==> config.mk <==
export PLATFORM = sky130hd
export DESIGN_NAME = axil_status_poller_flat
export DESIGN_NICKNAME = d
export VERILOG_FILES = /design/src/rtl/axil_status_poller_if.sv /design/src/rtl/axil_status_poller.sv /design/src/flat_wrapper.sv
export SDC_FILE = /design/constraint.sdc
export NUM_CORES = 1
export LEC_CHECK = 0
export CORE_MARGIN = 1.5
export CORE_UTILIZATION = 48
export DETAILED_ROUTE_END_ITERATION = 6
export MAX_ROUTING_LAYER = met4
export PLACE_DENSITY = 0.84
export SETUP_SLACK_MARGIN = 0.05
export SLEW_MARGIN = 20
export SYNTH_ARGS = -nofsm -noshare
export SYNTH_HDL_FRONTEND = slang
export SYNTH_SLANG_ARGS = --single-unit
==> constraint.sdc <==
create_clock -name clk -period 5.75 [get_ports clk]
set_input_delay 1.15 -clock clk [delete_from_list [all_inputs] [get_ports clk]]
set_output_delay 1.15 -clock clk [all_outputs]
set_load 0.01 [all_outputs]
**Run 1: signal wires by layer**

The bar under the picture is 20 um long. Two of the layers only.
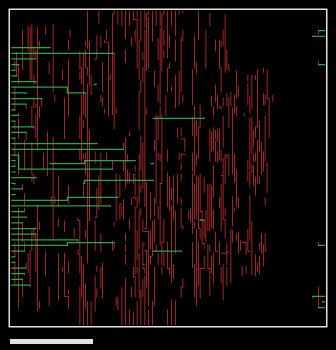
legend:
  met3:
    color: green
    wire_length: 380 um
  met2:
    color: red
    wire_length: 2,470 um
total number of vias: 1,874
Routed wire per std cell: 14.20 um
WL final: 5183 um

**Run 1: cell area per tile**

8 x 8 tiles, from black (low) to pale yellow (high), 0 to 100% covered.
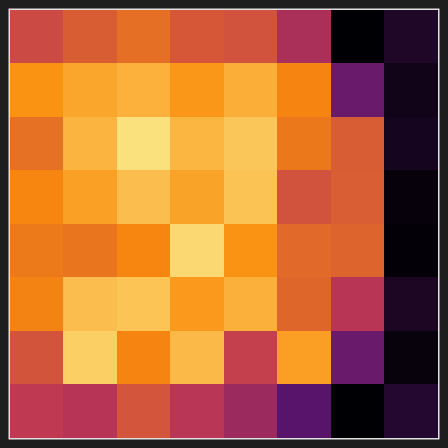
mean over tiles: 58%
fullest tile: 94%
nearly empty tiles: 6.2%
utilization after layout: 67.19%
Floorplan Utilization: 49.83%
Core Region: 5140 um2

**Run 1: cells colored by class**

The bar under the picture is 20 um long. Fill, decap, tap and diode cells in gray.
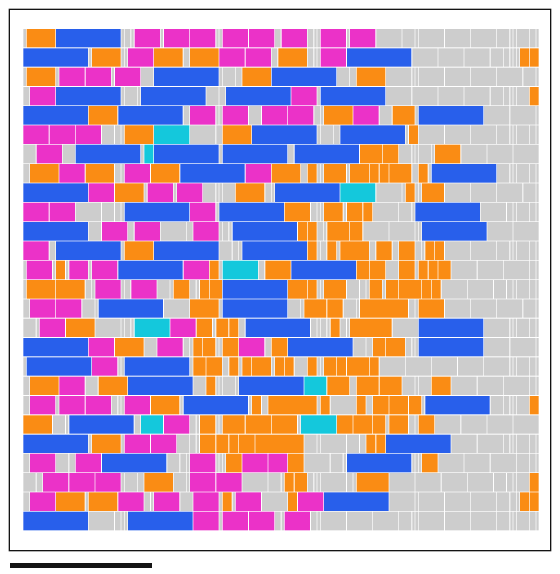
legend:
  other buffers and delay cells:
    color: magenta
    cells: 81
    share_of_their_area: 24%
  flip-flops:
    color: blue
    cells: 55
    share_of_their_area: 41%
  clock drivers and dummy loads:
    color: cyan
    cells: 8
    share_of_their_area: 2.7%
  all other logic:
    color: orange
    cells: 151
    share_of_their_area: 32%
total number of placement rows: 26
sequential share of cell area: 39.86%
Post-Layout Inst Area: 3453 um2

==> qor_table.md, run 1 <==
| Step | Result | Reported |
| --- | --- | --- |
| layout | Final-stage net count | 335 |
| floorplan | Die Y-Extent | 76.05 um |
| sta | Maximum achievable frequency | 0.3034 GHz |
| sta | Clock Skew | 0.01192 ns |
| job | Total number of warnings across the stage logs | 27 |
| sta | Total count of max-transition violations in the final report | 0 |
| clocking | Number of buffers added by the clock tree synthesis step | 5 |
| synth | Mapped cell area | 2561 um2 |
| layout | FF/Latch Area | 1376 um2 |
| synth | Post-synth mux share | 15.63% |
| sta | Actual transition at the worst max-transition pin | 0.7478 ns |
| power | Power per cell area | 455.2 nW/um2 |
| layout | Most frequent standard cell in the layout excluding fill and tap cells | clkdlybuf4s50_1 |
| layout | Antenna diode count | 0 |
| global route | Number of global-route vias before repair | 2,045 |
| global route | GR Overflow Total | 0 |
| critical path | Delay contributed by the slowest stage of the critical path | 0.62 ns |
| synth | Area fraction in full adders, half adders and majority gates | 0.4885% |
| status | Result of the run | complete, no violations |
| layout | Highest-count cells in the layout ignoring fill and taps | clkdlybuf4s50_1 (79), dfrtp_1 (55), mux2_2 (32) |
| critical path | Path type of the worst setup path | reg2out |
| synth | Compound-gate portion of the synthesized area | 5.813% |
| synth | Number of instances in the synthesized netlist | 217 |
| critical path | Worst Path Arrival | 2.15 ns |
| sta | Max-slew headroom | 49.96% |
| sta | Number of failing setup endpoints in the final timing report | 0 |
| critical path | Register-to-Register Setup Slack | 3.57 ns |
| layout | Area overhead of the layout relative to synthesis | 34.83% |
| synth | Dominant register cell in the synthesized netlist | dfrtp_1 |
| sta | RSZ-0062 raised after global routing | false |
| clocking | Maximum clock path buffer count | 2 |
| layout | Filler Cell Count | 389 |
| critical path | Crit path top cell by count | nor2b_1 |
| routing | Post-detailed-route via-to-cell ratio | 5.134 |
| synth | Avg Synthesized Cell Area | 11.80 um2 |
| synth | Yosys synthesis chip area | 2561 um2 |
| floorplan | Die width | 76.05 um |
| synth | Cell variety after synth | 42 |
| critical path | Slowest library cell on the worst path | dfrtp_1 |
| clocking | Clock net sink count | 55 |
| global route | Pin count of the biggest net entering global routing | 56 |
| power | Static Leak | 1.463 nW |
| synth | Number of synthesized flops with an enable pin | 0 |
| synth | Biggest combinational cell group after synthesis | simple AND/OR/NAND/NOR gates |
| critical path | Crit. path cell count | 3 |
| global route | Total Routing Usage GR | 19.74% |
| critical path | Crit path cell chain | nor2b_1, nor2b_1, clkdlybuf4s50_1 |
| routing | Residual antenna-violating net count after detailed routing | 0 |
| critical path | Worst-case reg-to-reg path depth | 7 |
| placement | Final estimated routing congestion in global placement | 0.7687 |
| clocking | Cell at the root of the clock tree | clkbuf_8 |
| clocking | Clock-pin slew on the worst setup and hold paths | 0.09 ns |
| layout | Layout cells sized above 1 | 16.27% |
| clocking | Clock latency reported for the late side of the worst-skew pair | 0.31 ns |
| layout | Number of flip-flops in the largest register | 32 |
| floorplan | Area of the die | 5783 um2 |
| critical path | CP required | 4.60 ns |
| clocking | CTS tree | built |
| clocking | H-Tree Depth | 2 |
| global route | First-pass GRT wire length | 8783 um |
| sta | Final number of hold-violating endpoints | 0 |
| placement | Detail Placement HPWL | 3754 um |
| job | # Max-Cap Violations | 0 |
| layout | Area occupied by multi-input gates | 1071 um2 |
| floorplan | Top-level I/O count | 89 |
## run 1: cell type report
cell class,count,area share [%]
clock buffer,6,2.101
clock inverter,2,0.5072
inverter,6,0.6522
multi-input combinational,145,31.01
sequential,55,39.86
tap,70,2.536
timing repair buffer,81,23.33
## run 1: per-layer routing
layer  part of all wire, %  track usage, %
met3                   7.3           5.988
met4                   1.6           8.148
met5                     0               -
met1                    43           22.43
met2                    48           32.70
## run 1: power breakdown
group	internal [mW]	switching (mW)	total, mW	leakage [nW]
clock network	0.0877	0.126	0.214	0.0454
registers	0.542	0.122	0.664	0.665
logic	0.427	0.267	0.694	0.753
## run 1: per-stage QoR
step	setup slack (ns)	cell area (um2)	total power [mW]	hold WS (ns)	std cells
after floorplan	3.257	2587	1.015	0.4585	224
after global placement	2.874	3363	1.343	0.4844	357
after detailed placement	2.779	3363	1.368	0.4945	357
after CTS	2.438	3453	1.587	0.5147	365
after global routing	2.326	3453	1.668	0.5319	365
final	2.454	3453	1.572	0.5120	365
## run 1: cells in the mapped netlist, types with 2 or more instances
cell type / n / area (um2)
mux2_2: 32 / 360.4
nand4_1: 2 / 12.51
nand4b_1: 2 / 17.52
xor2_1: 4 / 35.03
nand3b_1: 3 / 22.52
nor2_1: 22 / 82.58
nand2_1: 12 / 45.04
o21ai_0: 2 / 10.01
nor3b_4: 2 / 37.54
a31oi_1: 6 / 37.54
buf_2: 3 / 15.01
buf_4: 14 / 105.1
a211oi_1: 2 / 15.01
nor4_1: 2 / 12.51
xnor2_1: 3 / 26.28
nor3_1: 3 / 15.01
mux2i_1: 4 / 40.04
a21oi_1: 5 / 25.02
dfrtp_1: 55 / 1376
inv_1: 6 / 22.52
and2_1: 2 / 12.51
or3_1: 2 / 12.51
nor2b_1: 6 / 37.54
nand3_1: 5 / 25.02
**Run 1: register map, names as in the netlist**

The bar under the picture is 20 um long.
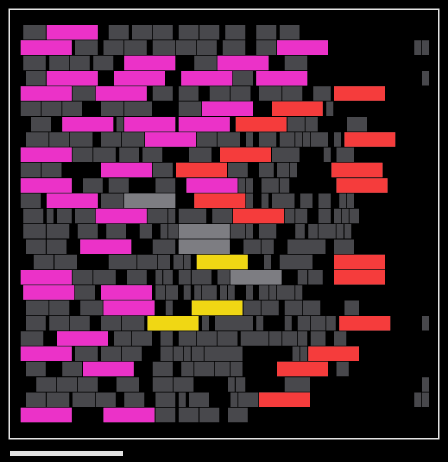

## Run 2: what changed since run 1
--- a/config.mk
+++ b/config.mk
@@ -6,10 +6,10 @@
 export NUM_CORES = 1
 export LEC_CHECK = 0
 export CORE_MARGIN = 1.5
-export CORE_UTILIZATION = 48
+export CORE_UTILIZATION = 41
 export DETAILED_ROUTE_END_ITERATION = 6
 export MAX_ROUTING_LAYER = met4
-export PLACE_DENSITY = 0.84
+export PLACE_DENSITY = 0.77
 export SETUP_SLACK_MARGIN = 0.05
 export SLEW_MARGIN = 20
 export SYNTH_ARGS = -nofsm -noshare
==> constraint.sdc (replaced) <==
create_clock -name clk -period 3 [get_ports clk]
set_input_delay 0.6 -clock clk [delete_from_list [all_inputs] [get_ports clk]]
set_output_delay 0.6 -clock clk [all_outputs]
set_load 0.01 [all_outputs]
**Run 2: register map, names as in the netlist**

The bar under the picture is 20 um long.
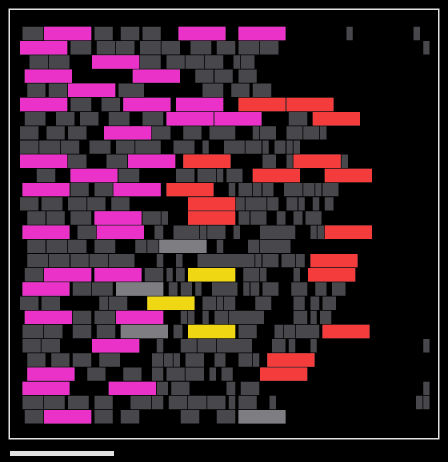
legend:
  u_core.state_q:
    color: yellow
    sequential_cells: 3
  u_core.status:
    color: magenta
    sequential_cells: 32
  u_core.gap_cnt_q:
    color: red
    sequential_cells: 16
not colored: 4
power attributed to sequential cells: 1.27 mW
utilization after layout: 58.21%
FF/Latch Area: 1376 um2

==> qor_table.md, run 2 <==
| Step | Result | Reported | vs previous |
| --- | --- | --- | --- |
| power | Internal Pwr Total | 2.128 mW | +100% |
| routing | Post-Route M1 WL | 2248 um | about the same |
| placement | Detail Placement HPWL | 3675 um | -2.1% |
| floorplan | Core Region | 5991 um2 | +17% |
| global route | Pin count of the biggest net entering global routing | 56 | unchanged |
| sta | Clock Skew | 0.005700 ns | -0.006215 ns |
| sta | Number of failing setup endpoints in the final timing report | 0 | unchanged |
| power | Post-layout power | 3.092 mW | +97% |
| floorplan | Total number of placement rows | 28 | +7.7% |
| routing | Met2 routed WL | 2442 um | -1.3% |
| synth | Avg Synthesized Cell Area | 11.80 um2 | unchanged |
| power | Net switching fraction of the power | 31.19% | -1.6 points |
| power | Switching power total | 0.9642 mW | +87% |
| routing | WL final | 5095 um | -1.7% |
| layout | Most frequent standard cell in the layout excluding fill and tap cells | clkdlybuf4s50_1 |  |
| clocking | Number of buffers added by the clock tree synthesis step | 5 | unchanged |
| floorplan | Die width | 82.04 um | +7.9% |
| clocking | H-Tree Depth | 2 | unchanged |
| sta | Max-slew headroom | 53.20% | +3.2 points |
| synth | Cell variety after synth | 42 | unchanged |
| clocking | Maximum clock path buffer count | 2 | unchanged |
| synth | Most frequent cells after synthesis | dfrtp_1 (55), mux2_2 (32), nor2_1 (22) |  |
| synth | Dominant register cell in the synthesized netlist | dfrtp_1 |  |
| global route | Total Routing Usage GR | 16.83% | -2.9 points |
| placement | Placed cell areas | 3369 um2 | +0.19% |
| sta | Maximum achievable frequency | 0.3740 GHz |  |
| layout | Antenna diode count | 0 | unchanged |
| critical path | Worst-case reg-to-reg path depth | 7 | unchanged |
| layout | Final-stage net count | 335 | unchanged |
| sta | Actual transition at the worst max-transition pin | 0.6994 ns | -0.04847 ns |
| layout | Number of flip-flops in the largest register | 32 | unchanged |
| placement | Number of placed instances, taps included | 362 | +1.4% |
| global route | GR Overflow Total | 0 | unchanged |
| critical path | Worst Path Arrival | 2.07 ns | -0.08 ns |
| sta | Final number of hold-violating endpoints | 0 | unchanged |
| power | Part of the power in combinational logic | 42.5% | -1.6 points |
| job | # Max-Cap Violations | 0 | unchanged |
| power | Clock power share | 16.4% | +2.8 points |
| global route | Number of global-route vias before repair | 1,846 | -9.7% |
| placement | Final estimated routing congestion in global placement | 0.7537 | -2.0% |
| synth | Number of synthesized flops with an enable pin | 0 | unchanged |
| layout | Final non-filler cell total | 370 | +1.4% |
| synth | Share of the synthesized area in the top cell type | 53.74% | unchanged |
| placement | Worst setup slack before clock tree synthesis | 0.6383 ns | -2.141 ns |
| status | Result of the run | complete, no violations |  |
**Run 2: track usage over the die**

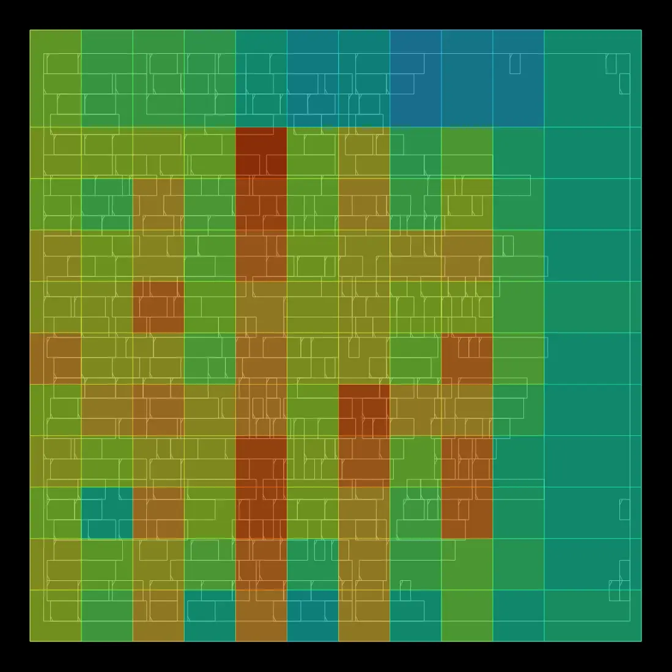
met3 track utilization from global routing: 5.333%
M2 GR Usage: 25.66%

-- run 2: logic make-up (layout without fill, tap and decap cells) --
| group | after synthesis | in the layout | synth area share [%] |
|---|---|---|---|
| xor gates and xnor gates | 7 | 7 | 2.394 |
| AOI/OAI and AO/OA | 22 | 22 | 5.814 |
| DFF | 55 | 55 | 53.74 |
| buffers and inverters | 24 | 95 | 5.715 |
| and+or+nand+nor | 71 | 71 | 16.07 |
| adders and majority gates | 1 | 1 | 0.4884 |
| other | 1 | 8 | 0.1464 |
| muxes | 36 | 36 | 15.63 |
-- run 2: power groups by stage --
stage	clock network (mW)	registers [mW]	logic (mW)
3_3_place_gp	0	1.27	1.31
3_5_place_dp	0	1.29	1.33
5_1_grt	0.539	1.32	1.42
4_1_cts	0.524	1.27	1.33
2_1_floorplan	0	1.32	0.627
6_report	0.507	1.27	1.32
-- run 2: final cells by class --
type | count | area, um2 | area share (%)
clock buffers | 6 | 82.58 | 2.368
clock inverters | 2 | 35.03 | 1.005
inverters | 6 | 22.52 | 0.6459
multi-input cells | 145 | 1071 | 30.71
flip-flops and latches | 55 | 1376 | 39.47
well taps | 75 | 93.84 | 2.691
repair buffers | 81 | 805.8 | 23.11
-- run 2: worst max-delay path, cell delays in order, from the launching register on --
cell,delay [ns]
dfrtp_1,0.62
nor2b_1,0.25
nor2b_1,0.30
clkdlybuf4s50_1,0.60
-- run 2: routing by layer --
metal  up-vias  GRT usage (%)
li1        897              -
met2        63          25.66
met3         5          5.333
met1       917          21.43
met4         0          5.085
met5         -              -
Power and IR drop assume default switching activity.
